**src/rtl/idli_sqi_ctrl.sv**
```systemverilog
// Burst sequencer for the paired SQI memories: LO carries word bits [7:0],
// HI carries bits [15:8]; command/address/dummy phases are mirrored on both.
module idli_sqi_ctrl #(
   parameter int unsigned ADDR_W     = 16,
   parameter int unsigned END_CYCLES = 1
) (
   input  logic              i_clk,
   input  logic              i_rst_n,
   input  logic              i_req_vld,
   input  logic              i_req_wr,
   input  logic [ADDR_W-1:0] i_req_addr,
   output logic              o_req_rdy,
   input  logic              i_stop,
   input  logic              i_wr_vld,
   input  logic [15:0]       i_wr_data,
   output logic              o_wr_rdy,
   output logic              o_rd_vld,
   output logic [15:0]       o_rd_data,
   output logic              o_sqi_cs_n,
   output logic              o_sqi_oe,
   output logic [3:0]        o_sqi_lo,
   output logic [3:0]        o_sqi_hi,
   input  logic [3:0]        i_sqi_lo,
   input  logic [3:0]        i_sqi_hi
);

   typedef enum logic [2:0] {
      S_IDLE,
      S_CMD,
      S_ADDR,
      S_DUMMY,
      S_DATA,
      S_END
   } state_e;

   localparam logic [2:0] END_LOAD = 3'(END_CYCLES - 1);

   state_e            state_q;
   logic [2:0]        cnt_q;
   logic              wr_q;
   logic              stop_q;
   logic [ADDR_W-1:0] addr_q;
   logic [15:0]       wdata_q;
   logic [7:0]        rnib_q;
   logic [23:0]       addr24;

   assign addr24 = 24'(addr_q);

   function automatic logic [3:0] addr_nib(input logic [23:0] a, input logic [2:0] k);
      case (k)
         3'd0:    return a[23:20];
         3'd1:    return a[19:16];
         3'd2:    return a[15:12];
         3'd3:    return a[11:8];
         3'd4:    return a[7:4];
         3'd5:    return a[3:0];
         default: return 4'h0;
      endcase
   endfunction

   // Write words are handed over only in the cycle before each word's first nibble.
   always_comb begin
      o_wr_rdy = wr_q && i_wr_vld &&
                 (((state_q == S_ADDR) && (cnt_q == 3'd5)) ||
                  ((state_q == S_DATA) && (cnt_q == 3'd1)));
   end

   always_ff @(posedge i_clk) begin
      if (!i_rst_n) begin
         state_q    <= S_END;
         cnt_q      <= END_LOAD;
         o_req_rdy  <= 1'b0;
         o_sqi_cs_n <= 1'b1;
         o_sqi_oe   <= 1'b0;
         o_sqi_lo   <= '0;
         o_sqi_hi   <= '0;
         o_rd_vld   <= 1'b0;
         o_rd_data  <= '0;
         wr_q       <= 1'b0;
         stop_q     <= 1'b0;
         addr_q     <= '0;
         wdata_q    <= '0;
         rnib_q     <= '0;
      end else begin
         o_rd_vld <= 1'b0;
         case (state_q)
            S_IDLE: begin
               if (i_req_vld) begin
                  wr_q       <= i_req_wr;
                  addr_q     <= i_req_addr;
                  o_req_rdy  <= 1'b0;
                  o_sqi_cs_n <= 1'b0;
                  o_sqi_oe   <= 1'b1;
                  o_sqi_lo   <= '0;
                  o_sqi_hi   <= '0;
                  cnt_q      <= '0;
                  state_q    <= S_CMD;
               end
            end
            S_CMD: begin
               if (cnt_q == 3'd0) begin
                  cnt_q    <= 3'd1;
                  o_sqi_lo <= wr_q ? 4'h2 : 4'h3;
                  o_sqi_hi <= wr_q ? 4'h2 : 4'h3;
               end else begin
                  cnt_q    <= '0;
                  o_sqi_lo <= addr_nib(addr24, 3'd0);
                  o_sqi_hi <= addr_nib(addr24, 3'd0);
                  state_q  <= S_ADDR;
               end
            end
            S_ADDR: begin
               if (cnt_q != 3'd5) begin
                  cnt_q    <= cnt_q + 3'd1;
                  o_sqi_lo <= addr_nib(addr24, cnt_q + 3'd1);
                  o_sqi_hi <= addr_nib(addr24, cnt_q + 3'd1);
               end else if (!wr_q) begin
                  cnt_q    <= '0;
                  o_sqi_oe <= 1'b0;
                  o_sqi_lo <= '0;
                  o_sqi_hi <= '0;
                  state_q  <= S_DUMMY;
               end else if (i_wr_vld) begin
                  cnt_q    <= '0;
                  wdata_q  <= i_wr_data;
                  o_sqi_lo <= i_wr_data[7:4];
                  o_sqi_hi <= i_wr_data[15:12];
                  state_q  <= S_DATA;
               end else begin
                  cnt_q      <= END_LOAD;
                  o_sqi_cs_n <= 1'b1;
                  o_sqi_oe   <= 1'b0;
                  o_sqi_lo   <= '0;
                  o_sqi_hi   <= '0;
                  state_q    <= S_END;
               end
            end
            S_DUMMY: begin
               if (cnt_q == 3'd0) begin
                  cnt_q <= 3'd1;
               end else begin
                  cnt_q   <= '0;
                  stop_q  <= 1'b0;
                  state_q <= S_DATA;
               end
            end
            S_DATA: begin
               if (wr_q) begin
                  if (cnt_q == 3'd0) begin
                     cnt_q    <= 3'd1;
                     o_sqi_lo <= wdata_q[3:0];
                     o_sqi_hi <= wdata_q[11:8];
                  end else if (i_wr_vld) begin
                     cnt_q    <= '0;
                     wdata_q  <= i_wr_data;
                     o_sqi_lo <= i_wr_data[7:4];
                     o_sqi_hi <= i_wr_data[15:12];
                  end else begin
                     cnt_q      <= END_LOAD;
                     o_sqi_cs_n <= 1'b1;
                     o_sqi_oe   <= 1'b0;
                     o_sqi_lo   <= '0;
                     o_sqi_hi   <= '0;
                     state_q    <= S_END;
                  end
               end else if (cnt_q == 3'd0) begin
                  cnt_q  <= 3'd1;
                  rnib_q <= {i_sqi_hi, i_sqi_lo};
                  stop_q <= stop_q | i_stop;
               end else begin
                  // A stop seen anywhere in the word lets it finish, then closes the burst.
                  o_rd_vld  <= 1'b1;
                  o_rd_data <= {rnib_q[7:4], i_sqi_hi, rnib_q[3:0], i_sqi_lo};
                  if (stop_q || i_stop) begin
                     cnt_q      <= END_LOAD;
                     stop_q     <= 1'b0;
                     o_sqi_cs_n <= 1'b1;
                     state_q    <= S_END;
                  end else begin
                     cnt_q <= '0;
                  end
               end
            end
            S_END: begin
               if (cnt_q == 3'd0) begin
                  o_req_rdy <= 1'b1;
                  state_q   <= S_IDLE;
               end else begin
                  cnt_q <= cnt_q - 3'd1;
               end
            end
            default: begin
               cnt_q      <= END_LOAD;
               o_sqi_cs_n <= 1'b1;
               o_sqi_oe   <= 1'b0;
               state_q    <= S_END;
            end
         endcase
      end
   end

endmodule
```
**config.mk**
```make
export PLATFORM = sky130hd
export DESIGN_NAME = idli_sqi_ctrl
export DESIGN_NICKNAME = d
export VERILOG_FILES = /design/src/rtl/idli_sqi_ctrl.sv
export SDC_FILE = /design/constraint.sdc
export NUM_CORES = 1
export LEC_CHECK = 0
export ABC_AREA = 1
export CAP_MARGIN = 20
export CORE_ASPECT_RATIO = 0.5
export CORE_MARGIN = 3
export CORE_UTILIZATION = 40
export DETAILED_ROUTE_END_ITERATION = 6
export HOLD_SLACK_MARGIN = 0.06
export PLACE_DENSITY = 0.66
export SLEW_MARGIN = 20
export SYNTH_ARGS = -nofsm -noshare
export SYNTH_HDL_FRONTEND = slang
export SYNTH_SLANG_ARGS = --single-unit
```
**constraint.sdc**
```tcl
create_clock -name i_clk -period 1.56 [get_ports i_clk]
set_input_delay 0.234 -clock i_clk [delete_from_list [all_inputs] [get_ports i_clk]]
set_output_delay 0.234 -clock i_clk [all_outputs]
set_load 0.01 [all_outputs]
```
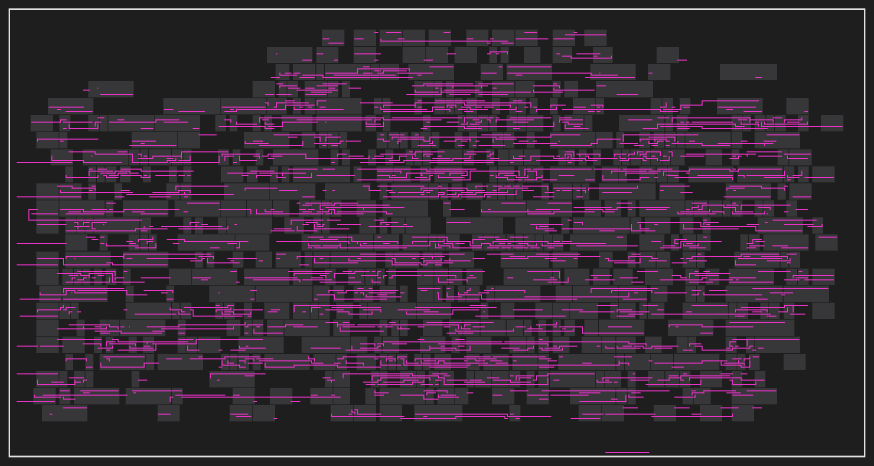
Fig. 1. Metal 1.
The longest straight run is 25.3 microns. The layer carries 4640 microns of wire. The layer holds 49% of the routed length. 602 nets have wire on it.
routed via count: 3521
grt met1 use: 27.8%
Total Wirelength: 9.55 mm

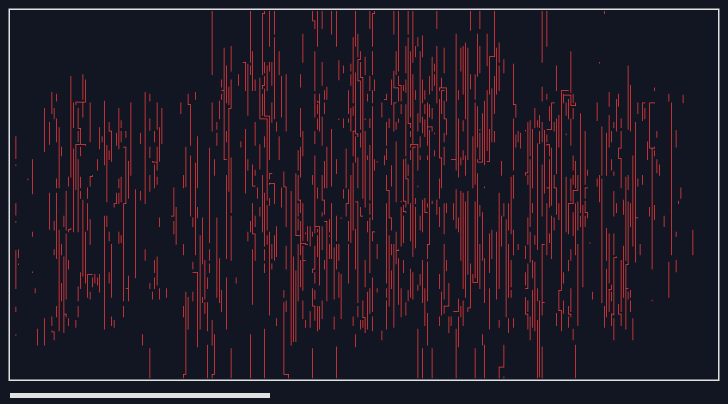
Fig. 2. Signal wires on met2.
Scale bar: 50 microns.
The longest straight run is 38.4 microns. The layer holds 45% of the routed length. 520 nets have wire on it. The wires run mostly vertical. The layer carries 4340 microns of wire.
GRT met2 Usage: 31.0%

==> impl_metrics.py <==
# Flow results
metrics = {
    "placed_design": {
        "place_ws_ns": -0.131,
        "place_congestion": 0.842,
    },
    "yosys": {
        "area_leaders": "dfxtp_1 40%, nand2_1 11%, nor2_1 10%",
        "synth_top_cell_by_count": "nand2_1",
        "yosysTopAreaCell": "dfxtp_1",
        "syn_avg_cell_area_sq_um": 7.15,
        "simple_gate_share_pct": 35.1,
        "synth_flops": 68,
    },
    "cts": {
        "cts.sinks": 68,
        "ctsHoldBuffers": 0,
        "cts_tree": "built",
        "htreeDepth": 3,
        "clock-root-buffer": "clkbuf_16",
    },
    "timing": {
        "min_period_ns": 1.60,
        "slew_headroom_pct": 76.0,
        "setup_ws_ns": -0.0385,
        "finalSetupViolCount": 12,
        "fin_hold_ws_ns": 0.462,
        "slew_viol_final": 0,
    },
    "critical_path": {
        "slowest_stage": "dfxtp_2",
        "critPathMaxStageDelay_ns": 0.32,
        "crit_buf_inv": 3,
        "crit_path_end_kind": "output pin",
        "r2r-start": "cnt_q[0]",
        "cp_data_arrival_time_ns": 1.36,
        "start_kind": "flop",
        "crit_required_ns": 1.33,
        "worstPathCellList": "inv_2 -> ha_2 -> nand2_1 -> inv_2 -> nand2_1 -> a21oi_1 -> buf_2",
    },
    "floorplan": {
        "chip_area_sq_um": 9680,
        "rows": 23,
        "coreArea_sq_um": 8120,
    },
    "status": {
        "violations": "negative setup slack",
        "status": "complete, but fails checks",
    },
    "worst_hold_path": {
        "hp-class": "reg2reg",
    },
    "power": {
        "vdd_drop_max_v": 0.000758,
        "power-per-cell-area_nw_per_um2": 1590,
    },
    "route": {
        "drt_pass1_iterations": 4,
        "drt.antenna.violating_nets": 0,
        "drt-initial-drc-count": 175,
    },
    "global_route": {
        "grt_max_degree": 33,
    },
    "final_layout": {
        "diodes": 0,
    },
}
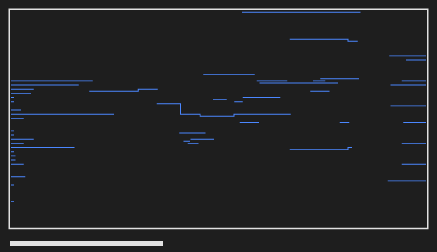
Fig. 3. Signal wires on met3.
Scale bar: 50 microns.
The longest straight run is 38.4 microns. The layer holds 5.3% of the routed length. The layer carries 506 microns of wire. The wires run mostly horizontal. 46 nets have wire on it.
met3 GRT Util: 6.46%

==> cells in the final DEF, fill, tap and decap left out, types with 3 or more instances in the layout <==
cell / instances
dfxtp_1: 64
dfxtp_2: 4
a21oi_1: 32
buf_4: 46
nand2_8: 3
o21ai_2: 3
nor2_2: 9
clkbuf_16: 9
inv_2: 10
nor2_1: 85
nand2_4: 9
buf_6: 7
nand3_1: 31
clkinvlp_4: 3
inv_1: 9
a21oi_2: 10
o21ai_0: 31
nand2_2: 7
clkdlybuf4s50_1: 73
ha_4: 3
nor2_4: 5
nand2_1: 96
nand4_1: 8
inv_4: 5
o21ai_1: 17
==> final cells by class <==
| cell class | instances | share of cell area, % |
|---|---|---|
| clock buffer | 11 | 4.71 |
| tap | 112 | 2.72 |
| inverter | 26 | 2.38 |
| clock inverter | 5 | 1.19 |
| sequential | 68 | 26.5 |
| timing repair buffer | 131 | 23.9 |
| multi-input combinational | 365 | 38.7 |
==> worst register-to-register path, cell delays in order (launching register included) <==
cell	delay (ns)
dfxtp_2	0.33
buf_6	0.13
inv_4	0.06
ha_4	0.15
nand2_8	0.11
nor2_8	0.17
inv_4	0.05
nand2_4	0.08
nor2_4	0.05
o21ai_4	0.10
inv_4	0.09
nor2_1	0.10
nor2_1	0.05
==> where the power goes <==
part | internal, mW | leakage [nW] | switching [mW] | total (mW)
registers | 2.08 | 0.553 | 0.216 | 2.29
clock network | 1.28 | 0.138 | 0.755 | 2.04
logic | 1.79 | 1.52 | 2.07 | 3.86
==> state kept, by name, indices dropped and copies added, names as in the netlist <==
signal,count
cnt_q,3
wr_q,1
addr_q,16
o_sqi_hi,4
o_rd_data,16
state_q,3
stop_q,1
o_req_rdy,1
o_sqi_cs_n,1
o_rd_vld,1
o_sqi_lo,4
rnib_q,8
o_sqi_oe,1
wdata_q,8
==> metrics by stage <==
step           util [%]  instance area, sq um
6_report           63.5                  5160
5_1_grt            63.5                  5160
3_5_place_dp       56.3                  4570
2_1_floorplan         -                  3390
3_3_place_gp       56.3                  4570
4_1_cts            61.7                  5010
==> metal layers <==
metal  global-route usage [%]  part of all wire [%]
met5                        0                     0
met4                     4.69                  0.68
met3                     6.46                   5.3
met2                     31.0                    45
met1                     27.8                    49
==> final timing paths <==
check | to | slack [ns] | depth (start not counted)
worst min register to register | addr_q[13] | 0.46 | 2
worst max-delay path | o_wr_rdy | -0.04 | 7
worst min-delay path | addr_q[13] | 0.46 | 2
worst max register to register | wdata_q[2] | -0.02 | 12
==> kinds of logic (layout without fill, tap and decap cells) <==
logic type | Yosys count | count (layout)
and+or+nand+nor | 258 | 258
AOI/OAI and AO/OA | 99 | 100
DFF | 68 | 68
buffers and inverters | 42 | 173
adders and majority gates | 6 | 6
xor gates and xnor gates | 1 | 1
==> timing repair <==
action / 4_1_cts / 5_1_grt
gates resized: 37 / 44
cloned: 1 / 0
pin swaps: 8 / 17
hold endpoints to repair: 0 / 0
setup buffers: 7 / 3
setup endpoints to repair: 45 / 50
Power figures rest on the tool's default switching activity, not on a simulated workload.
